File: src/rtl/axis_mm_pkg.sv
// Shared state encoding, response constants and beat helper for the AXI-stream to AXI-MM ring controllers.
package axis_mm_pkg;

  typedef enum logic [2:0] {
    IDLE  = 3'd0,
    CALC  = 3'd1,
    CHECK = 3'd2,
    ISSUE = 3'd3,
    WAIT  = 3'd4
  } ring_state_e;

  localparam logic [1:0] BRESP_OKAY = 2'b00;

  // Number of whole bridge beats needed to carry len_bytes, rounding up.
  function automatic logic [31:0] ceil_beats(input logic [31:0] len_bytes,
                                             input int unsigned beat_log2);
    logic [31:0] round_up;
    round_up = (32'd1 << beat_log2) - 32'd1;
    return (len_bytes + round_up) >> beat_log2;
  endfunction

endpackage

File: src/rtl/axis_mm_ring_space.sv
// Registered ring-space calculator: frame offset, wrap pad, bytes needed and free space
// against a free-running consumer pointer. Usable by both write- and read-side controllers.
module axis_mm_ring_space
  import axis_mm_pkg::*;
#(
  parameter int          PTR_WIDTH  = 32,
  parameter int          LEN_WIDTH  = 16,
  parameter int unsigned BEAT_BYTES = 64,
  parameter int          MAX_LOG2   = 24
) (
  input  logic                 clk,
  input  logic                 rst_n,
  input  logic [LEN_WIDTH-1:0] len_i,
  input  logic [PTR_WIDTH-1:0] wr_ptr_i,
  input  logic [PTR_WIDTH-1:0] rd_ptr_i,
  input  logic [4:0]           ring_log2_i,
  output logic [LEN_WIDTH-1:0] beats_o,
  output logic                 oversize_o,
  output logic [PTR_WIDTH-1:0] off_o,
  output logic                 pad_o,
  output logic [PTR_WIDTH:0]   need_o,
  output logic [PTR_WIDTH:0]   space_o,
  output logic                 fits_o,
  output logic                 illegal_o
);

  localparam int unsigned BEAT_LOG2 = $clog2(BEAT_BYTES);
  localparam int W = PTR_WIDTH + 1;

  logic [4:0]           log2_eff;
  logic [W-1:0]         ring, mask, off, alen, pad, need, occ, space;
  logic                 illegal;
  logic [PTR_WIDTH-1:0] off_q;
  logic                 pad_q, fits_q, illegal_q;
  logic [W-1:0]         need_q, space_q;

  // Out-of-range ring sizes are clamped so the arithmetic stays bounded.
  always_comb begin
    log2_eff = ring_log2_i;
    if (ring_log2_i > 5'(MAX_LOG2)) log2_eff = 5'(MAX_LOG2);
    if (ring_log2_i < 5'(BEAT_LOG2)) log2_eff = 5'(BEAT_LOG2);
    ring    = W'(1) << log2_eff;
    mask    = ring - W'(1);
    beats_o = LEN_WIDTH'(ceil_beats(32'(len_i), BEAT_LOG2));
    alen    = W'(beats_o) << BEAT_LOG2;
    off     = W'(wr_ptr_i) & mask;
    pad     = ((off + alen) > ring) ? (ring - off) : '0;
    need    = pad + alen;
    occ     = W'(wr_ptr_i - rd_ptr_i);
    illegal = occ > ring;
    space   = illegal ? '0 : (ring - occ);
    oversize_o = alen > ring;
  end

  always_ff @(posedge clk or negedge rst_n) begin
    if (!rst_n) begin
      off_q     <= '0;
      pad_q     <= 1'b0;
      need_q    <= '0;
      space_q   <= '0;
      fits_q    <= 1'b0;
      illegal_q <= 1'b0;
    end else begin
      off_q     <= PTR_WIDTH'(off);
      pad_q     <= (pad != '0);
      need_q    <= need;
      space_q   <= space;
      fits_q    <= (need <= space);
      illegal_q <= illegal;
    end
  end

  assign off_o     = off_q;
  assign pad_o     = pad_q;
  assign need_o    = need_q;
  assign space_o   = space_q;
  assign fits_o    = fits_q;
  assign illegal_o = illegal_q;

endmodule

File: src/rtl/axis_mm_ring_ctrl.sv
// Per-frame sequencer for the stream-to-memory bridge writing into a host ring buffer.
// Optional AXIS_MM_RING_BRESP_CHECK_EN flags non-OKAY B responses and blocks new frames until err clears.
module axis_mm_ring_ctrl
  import axis_mm_pkg::*;
#(
  parameter int          ADDR_WIDTH = 34,
  parameter int          PTR_WIDTH  = 32,
  parameter int          LEN_WIDTH  = 16,
  parameter int unsigned BEAT_BYTES = 64,
  parameter int          MAX_LOG2   = 24
) (
  input  logic                  clk,
  input  logic                  rst_n,
  input  logic                  cfg_enable,
  input  logic [ADDR_WIDTH-1:0] cfg_base_addr,
  input  logic [4:0]            cfg_ring_log2,
  input  logic [PTR_WIDTH-1:0]  host_rd_ptr,
  input  logic [LEN_WIDTH-1:0]  s_desc_len,
  input  logic                  s_desc_valid,
  output logic                  s_desc_ready,
  output logic [ADDR_WIDTH-1:0] axi_base_addr,
  output logic                  axi_base_addr_valid,
  output logic                  stream_en,
  input  logic                  m_axi_bvalid,
  input  logic                  m_axi_bready,
  input  logic [1:0]            m_axi_bresp,
  output logic [PTR_WIDTH-1:0]  wr_ptr,
  output logic                  ring_full,
  output logic                  busy,
  output logic                  err
);

  ring_state_e          state_q, state_d;
  logic [LEN_WIDTH-1:0] len_q, len_d;
  logic [LEN_WIDTH-1:0] beat_cnt_q, beat_cnt_d;
  logic [PTR_WIDTH-1:0] wr_ptr_q, wr_ptr_d;
  logic                 stream_en_q, stream_en_d;
  logic                 err_q, err_d;
  logic                 enable_q;

  logic [LEN_WIDTH-1:0] beats;
  logic                 oversize, pad_nz, fits, illegal;
  logic [PTR_WIDTH-1:0] off;
  logic [PTR_WIDTH:0]   need;
  logic [PTR_WIDTH:0]   ring_space_unused;
  logic                 b_hs;

  axis_mm_ring_space #(
    .PTR_WIDTH  (PTR_WIDTH),
    .LEN_WIDTH  (LEN_WIDTH),
    .BEAT_BYTES (BEAT_BYTES),
    .MAX_LOG2   (MAX_LOG2)
  ) u_space (
    .clk         (clk),
    .rst_n       (rst_n),
    .len_i       (len_q),
    .wr_ptr_i    (wr_ptr_q),
    .rd_ptr_i    (host_rd_ptr),
    .ring_log2_i (cfg_ring_log2),
    .beats_o     (beats),
    .oversize_o  (oversize),
    .off_o       (off),
    .pad_o       (pad_nz),
    .need_o      (need),
    .space_o     (ring_space_unused),
    .fits_o      (fits),
    .illegal_o   (illegal)
  );

  assign b_hs = m_axi_bvalid & m_axi_bready;

`ifndef AXIS_MM_RING_BRESP_CHECK_EN
  logic [1:0] bresp_unused;
  assign bresp_unused = m_axi_bresp;
`endif

  always_ff @(posedge clk or negedge rst_n) begin
    if (!rst_n) begin
      state_q     <= IDLE;
      len_q       <= '0;
      beat_cnt_q  <= '0;
      wr_ptr_q    <= '0;
      stream_en_q <= 1'b0;
      err_q       <= 1'b0;
      enable_q    <= 1'b0;
    end else begin
      state_q     <= state_d;
      len_q       <= len_d;
      beat_cnt_q  <= beat_cnt_d;
      wr_ptr_q    <= wr_ptr_d;
      stream_en_q <= stream_en_d;
      err_q       <= err_d;
      enable_q    <= cfg_enable;
    end
  end

  // enable_q doubles as the enable edge detector and keeps ready low straight out of reset.
  always_comb begin
    state_d             = state_q;
    len_d               = len_q;
    beat_cnt_d          = beat_cnt_q;
    wr_ptr_d            = wr_ptr_q;
    stream_en_d         = stream_en_q;
    err_d               = err_q;
    s_desc_ready        = 1'b0;
    axi_base_addr       = '0;
    axi_base_addr_valid = 1'b0;
    ring_full           = 1'b0;
    if (cfg_enable && !enable_q) err_d = 1'b0;

    unique case (state_q)
      IDLE: begin
`ifdef AXIS_MM_RING_BRESP_CHECK_EN
        s_desc_ready = cfg_enable & enable_q & ~err_q;
`else
        s_desc_ready = cfg_enable & enable_q;
`endif
        if (s_desc_valid && s_desc_ready) begin
          len_d   = s_desc_len;
          state_d = CALC;
        end
      end
      CALC: begin
        if (oversize) begin
          err_d   = 1'b1;
          state_d = IDLE;
        end else begin
          state_d = CHECK;
        end
      end
      CHECK: begin
        if (illegal) err_d = 1'b1;
        if (fits) state_d = ISSUE;
        else      ring_full = 1'b1;
      end
      ISSUE: begin
        axi_base_addr       = cfg_base_addr + (pad_nz ? '0 : ADDR_WIDTH'(off));
        axi_base_addr_valid = 1'b1;
        stream_en_d         = 1'b1;
        beat_cnt_d          = beats;
        state_d             = WAIT;
      end
      WAIT: begin
        if (b_hs) begin
`ifdef AXIS_MM_RING_BRESP_CHECK_EN
          if (m_axi_bresp != BRESP_OKAY) err_d = 1'b1;
`endif
          beat_cnt_d = beat_cnt_q - 1'b1;
          if (beat_cnt_q <= LEN_WIDTH'(1)) begin
            stream_en_d = 1'b0;
            wr_ptr_d    = wr_ptr_q + PTR_WIDTH'(need);
            state_d     = IDLE;
          end
        end
      end
      default: state_d = IDLE;
    endcase
  end

  assign busy      = (state_q != IDLE);
  assign stream_en = stream_en_q;
  assign wr_ptr    = wr_ptr_q;
  assign err       = err_q;

endmodule

File: config.mk
export PLATFORM = sky130hd
export DESIGN_NAME = axis_mm_ring_ctrl
export DESIGN_NICKNAME = d
export VERILOG_FILES = /design/src/rtl/axis_mm_pkg.sv /design/src/rtl/axis_mm_ring_space.sv /design/src/rtl/axis_mm_ring_ctrl.sv
export SDC_FILE = /design/constraint.sdc
export NUM_CORES = 1
export LEC_CHECK = 0
export CAP_MARGIN = 20
export CORE_MARGIN = 3
export CORE_UTILIZATION = 52
export CTS_CLUSTER_SIZE = 28
export DETAILED_ROUTE_END_ITERATION = 16
export PLACE_DENSITY = 0.78
export SLEW_MARGIN = 0
export SYNTH_ARGS = -nofsm -noshare
export SYNTH_HDL_FRONTEND = slang
export SYNTH_SLANG_ARGS = --single-unit
File: constraint.sdc
create_clock -name clk -period 21.3 [get_ports clk]
set_clock_uncertainty 0.05 [all_clocks]
set_input_delay 2.13 -clock clk [delete_from_list [all_inputs] [get_ports clk]]
set_output_delay 2.13 -clock clk [all_outputs]
set_load 0.01 [all_outputs]
==> qor.tcl <==
set qor(met2_length_mm) 21.9
set qor(r2r_slack_ps) 9860
set qor(switchingPower_uw) 700
set qor(cells_after_synth) 2121
set qor(clk_share_pct) 3.26
set qor(seq-cell-share_pct) 17.7
set qor(vias) 16336
set qor(first_iter_violations) 1284
set qor(synthesis_warning_total) 0
set qor(enable_flop_cells) 0
set qor(seq-power_uw) 375
set qor(power_density_nw_per_um2) 83.1
set qor(crit_start) {cfg_ring_log2[2]}
set qor(postSynthSeqShare_pct) 20.7
set qor(total_of_cells_resized_after_clock_tree_synthesis) 0
set qor(slew-limit-headroom_pct) 30.8
set qor(rr_worst_depth) 45
set qor(synth.area.top_cells) {sky130_fd_sc_hd__dfrtp_1, sky130_fd_sc_hd__ha_1, sky130_fd_sc_hd__xnor2_1}
set qor(hold_start) {beat_cnt_q[7]}
set qor(floorplan_row_count) 64
set qor(layout.area.seq_sq_um) 3430
set qor(synth.cells.most_frequent) {sky130_fd_sc_hd__ha_1, sky130_fd_sc_hd__nor2_1, sky130_fd_sc_hd__nand2_1}
set qor(clock_buffers) 18
set qor(max_freq_mhz) 73.2
set qor(setup_total_negative_slack_ps) 0
set qor(signal_buffer_area_fraction_pct) 8.93
set qor(report.final.slew_viol_count) 0
set qor(clkSlewWorstSetupHoldPaths_ps) 70
set qor(startpoint_type) {primary input}
set qor(worstPathMaxFanout) 27
set qor(grt_use_met1_pct) 37.2
set qor(synth_area_sq_um) 16600
set qor(fp.coreArea_sq_um) 31000
set qor(layout.area.top_class) {multi-input combinational cells}
set qor(path_buffers) 4
set qor(synthesis.area_per_instance_sq_um) 7.82
set qor(area_growth_pct) 16.9
set qor(power.combinational.fraction_pct) 56.3
set qor(holdWs_ps) 441
set qor(grt.met3_usage_pct) 3.04
set qor(initial_antenna_violation_count) 0
set qor(worstHoldPathCells) 2
set qor(dp_hpwl_mm) 37.9
set qor(p_seq_share_pct) 23.3
set qor(synth_top_flop_cell) {sky130_fd_sc_hd__dfrtp_1}
set qor(post_route_drc) 0
set qor(clock-sinks) 137
set qor(hold_violations_final) 0
set qor(highest-signal-layer) {met4}
set qor(grt_use_total_pct) 27.5
set qor(worst_ep_required_time_ps) 21610
set qor(synth_area_leader_cell) {sky130_fd_sc_hd__dfrtp_1}
set qor(cp.depth) 48
set qor(final-comb-area_sq_um) 12600
set qor(path_common_cell) {sky130_fd_sc_hd__o21ai_0}
set qor(floorplan.die.width_um) 185
set qor(via_per_inst) 6.02
set qor(drt-pass1-iter-count) 5
set qor(post-route-min-period_ps) 13660
set qor(critical_path.endpoint_type) {flop}
set qor(die_h_um) 185
set qor(cts_buffer_depth) 2
set qor(grt_residual_overflow) 0
set qor(hold-path-endpoint) {beat_cnt_q[7]}
set qor(power.group.top) {combinational logic}
set qor(area_leader_share_pct) 20.7
set qor(async_reset_ff_share_pct) 100
set qor(cpMaxStageDelayCell) {sky130_fd_sc_hd__a311oi_1}
set qor(grt_setup_unrepaired) {no}
set qor(finalClockPeriodUsage_pct) 64.1
set qor(nNetsFinal) 2639
set qor(setup_viol_count_final) 0
set qor(grt_pass1_vias) 15518
set qor(cts_tree) {done}
set qor(worst_flop_to_flop_path_startpoint) {len_q[4]}
set qor(power.switching_fraction_pct) 43.4
set qor(dieArea_sq_um) 34100
set qor(num_io_pins) 167
set qor(synth.most_common_cell) {sky130_fd_sc_hd__ha_1}
set qor(diodes) 0
set qor(first_pass_grt_wire_length_mm) 76.6
set qor(stage_log_warnings) 30
set qor(num-multi-input-gates) 1841
set qor(routed_length_per_placed_instance_um) 17.5
set qor(inverters) 133
set qor(finalWirelength_mm) 47.5
set qor(ff_count) 137
set qor(globalplace.congestion) 0.966
set qor(p_int_uw) 912
set qor(post_route_cells_drive_above_1_share_pct) 4.05
set qor(critical_path_class) {primary input to flop}
set qor(worst_slew_pin_slew_ps) 1030
set qor(timing.max_cap.violations) 0
set qor(fp_util_pct) 53.5
set qor(buffers_excl_clock) 176
set qor(cts_setup_buffers) 0
set qor(worstSkewPairLatency_ps) 440
set qor(synth.yosys.chip_area_sq_um) 16600
set qor(maximum_number_of_pins_on_one_net_before_global_route_repair) 77
set qor(io_buffer_count) 164
set qor(worst_ep_arrival_time_ps) 13970
set qor(cts_max_level) 4
set qor(cts_inserted_buffers) 17
set qor(static-leakage-power_nw) 9.08
set qor(hold_path_class) {flop to flop}
set qor(stage_delay_of_the_slowest_cell_on_the_critical_path_ps) 920
set qor(outcome) {finished, final reports clean}
set qor(synthDistinctLibCells) 82
set qor(nFillCells) 2705
set qor(route.layer.met1.wl_mm) 21.4
set qor(peakVddDrop_uv) 62.3
set qor(reg2reg_to) {u_space.fits_o}
set qor(ant_nets) 0
set qor(met3WireLength_mm) 3.13
set qor(comb_share_pct) 65.0
set qor(nWellTaps) 396
set qor(share_clk_of_total_power_pct) 20.4
set qor(yosys_register_bits) 137
set qor(yosys_cells) 2121
set qor(cp_top_family) {AND-OR/OR-AND gates}
set qor(combinational_cell_power_uw) 908
set qor(powerClk_uw) 328
set qor(grt_busiest_layer) {met2}
set qor(cts_root_buf) {sky130_fd_sc_hd__clkbuf_16}
set qor(worst_setup_path_endpoint) {u_space.fits_o}
set qor(cts-hold-fix-buffers) 0
[per-stage QoR]
stage	worst slack [ps]	cells	cell area [sq um]	power [mW]	utilization, %
after CTS	7740	2715	19400	1.60	62.6
final	7640	2715	19400	1.61	62.6
after floorplan	9380	2165	16800	1.01	-
after global routing	7060	2715	19400	1.73	62.6
after global placement	7570	2683	18800	1.24	60.5
after detailed placement	7320	2683	18800	1.26	60.5
[kinds of logic (layout without fill, tap and decap cells)]
group | count (synthesis) | count (layout) | share of synthesized area, %
XOR/XNOR | 164 | 164 | 8.66
other | 2 | 46 | 0.0453
AND/OR/NAND/NOR | 771 | 771 | 23.4
buffers and inverters | 187 | 341 | 4.43
AND-OR/OR-AND | 596 | 596 | 22.8
adder cells (fa/ha/maj) | 238 | 238 | 18.3
multiplexers | 26 | 26 | 1.70
flip-flops | 137 | 137 | 20.7
[state kept, by name (all words and copies together) (netlist names), 3 cells and up]
name            count
u_space.need_o     32
u_space.off_o      32
wr_ptr             32
beat_cnt_q         16
len_q              16
state_q             3
[cells in the final DEF, fill, tap and decap left out, types with 62 or more instances in the layout]
cell type and count:
sky130_fd_sc_hd__xor2_1 66, sky130_fd_sc_hd__xnor2_1 98, sky130_fd_sc_hd__clkdlybuf4s50_1 163, sky130_fd_sc_hd__ha_1 231, sky130_fd_sc_hd__nand2_1 184, sky130_fd_sc_hd__o21ai_0 148, sky130_fd_sc_hd__nor2_1 193, sky130_fd_sc_hd__dfrtp_1 137
sky130_fd_sc_hd__a21o_1 62, sky130_fd_sc_hd__inv_1 133, sky130_fd_sc_hd__nor2b_1 62, sky130_fd_sc_hd__a21oi_1 162
### Met1 routing

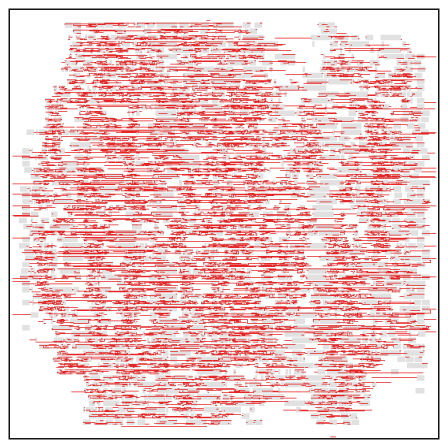
main direction: horizontal
nets with wire on the layer: 2479
share of all routed wire: 45%

### M2 wires

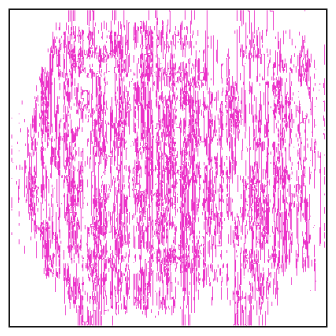
wire length on this layer: 21.9 mm
nets with wire on the layer: 2195
main direction: vertical
longest straight run: 63.2 um
share of all routed wire: 46%

### Metal 3

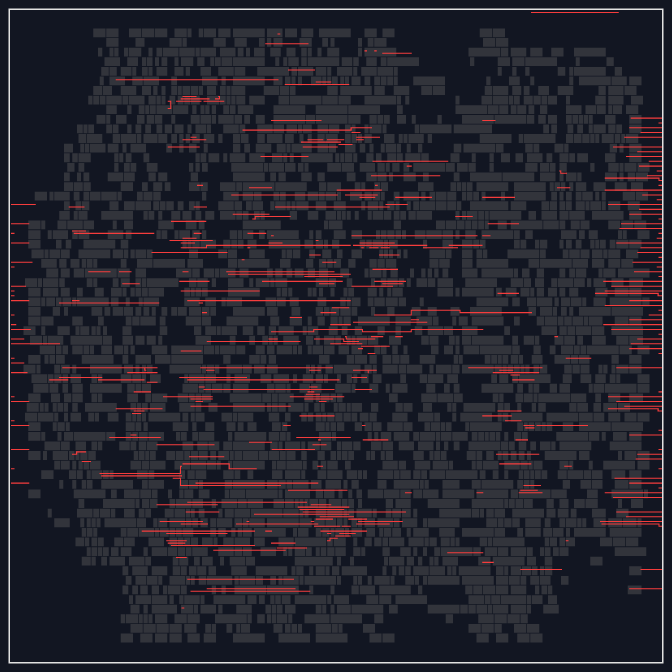
nets with wire on the layer: 262
longest straight run: 46.0 um
main direction: horizontal
wire length on this layer: 3130 um

### The metal 4 layer

Scale bar: 50 um.
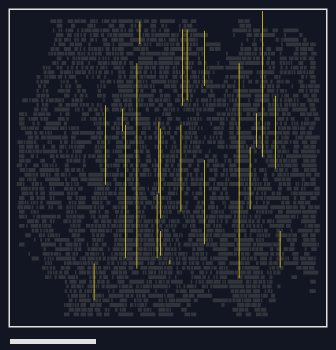
wire length on this layer: 983 um
longest straight run: 125 um
nets with wire on the layer: 19
share of all routed wire: 2.1%

### Routing congestion

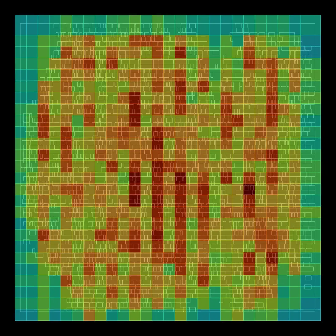
met2 track demand over resource: 46.8%
Finished Core Util: 62.6%

No activity file was given, so power comes from the tool's default toggle rates.
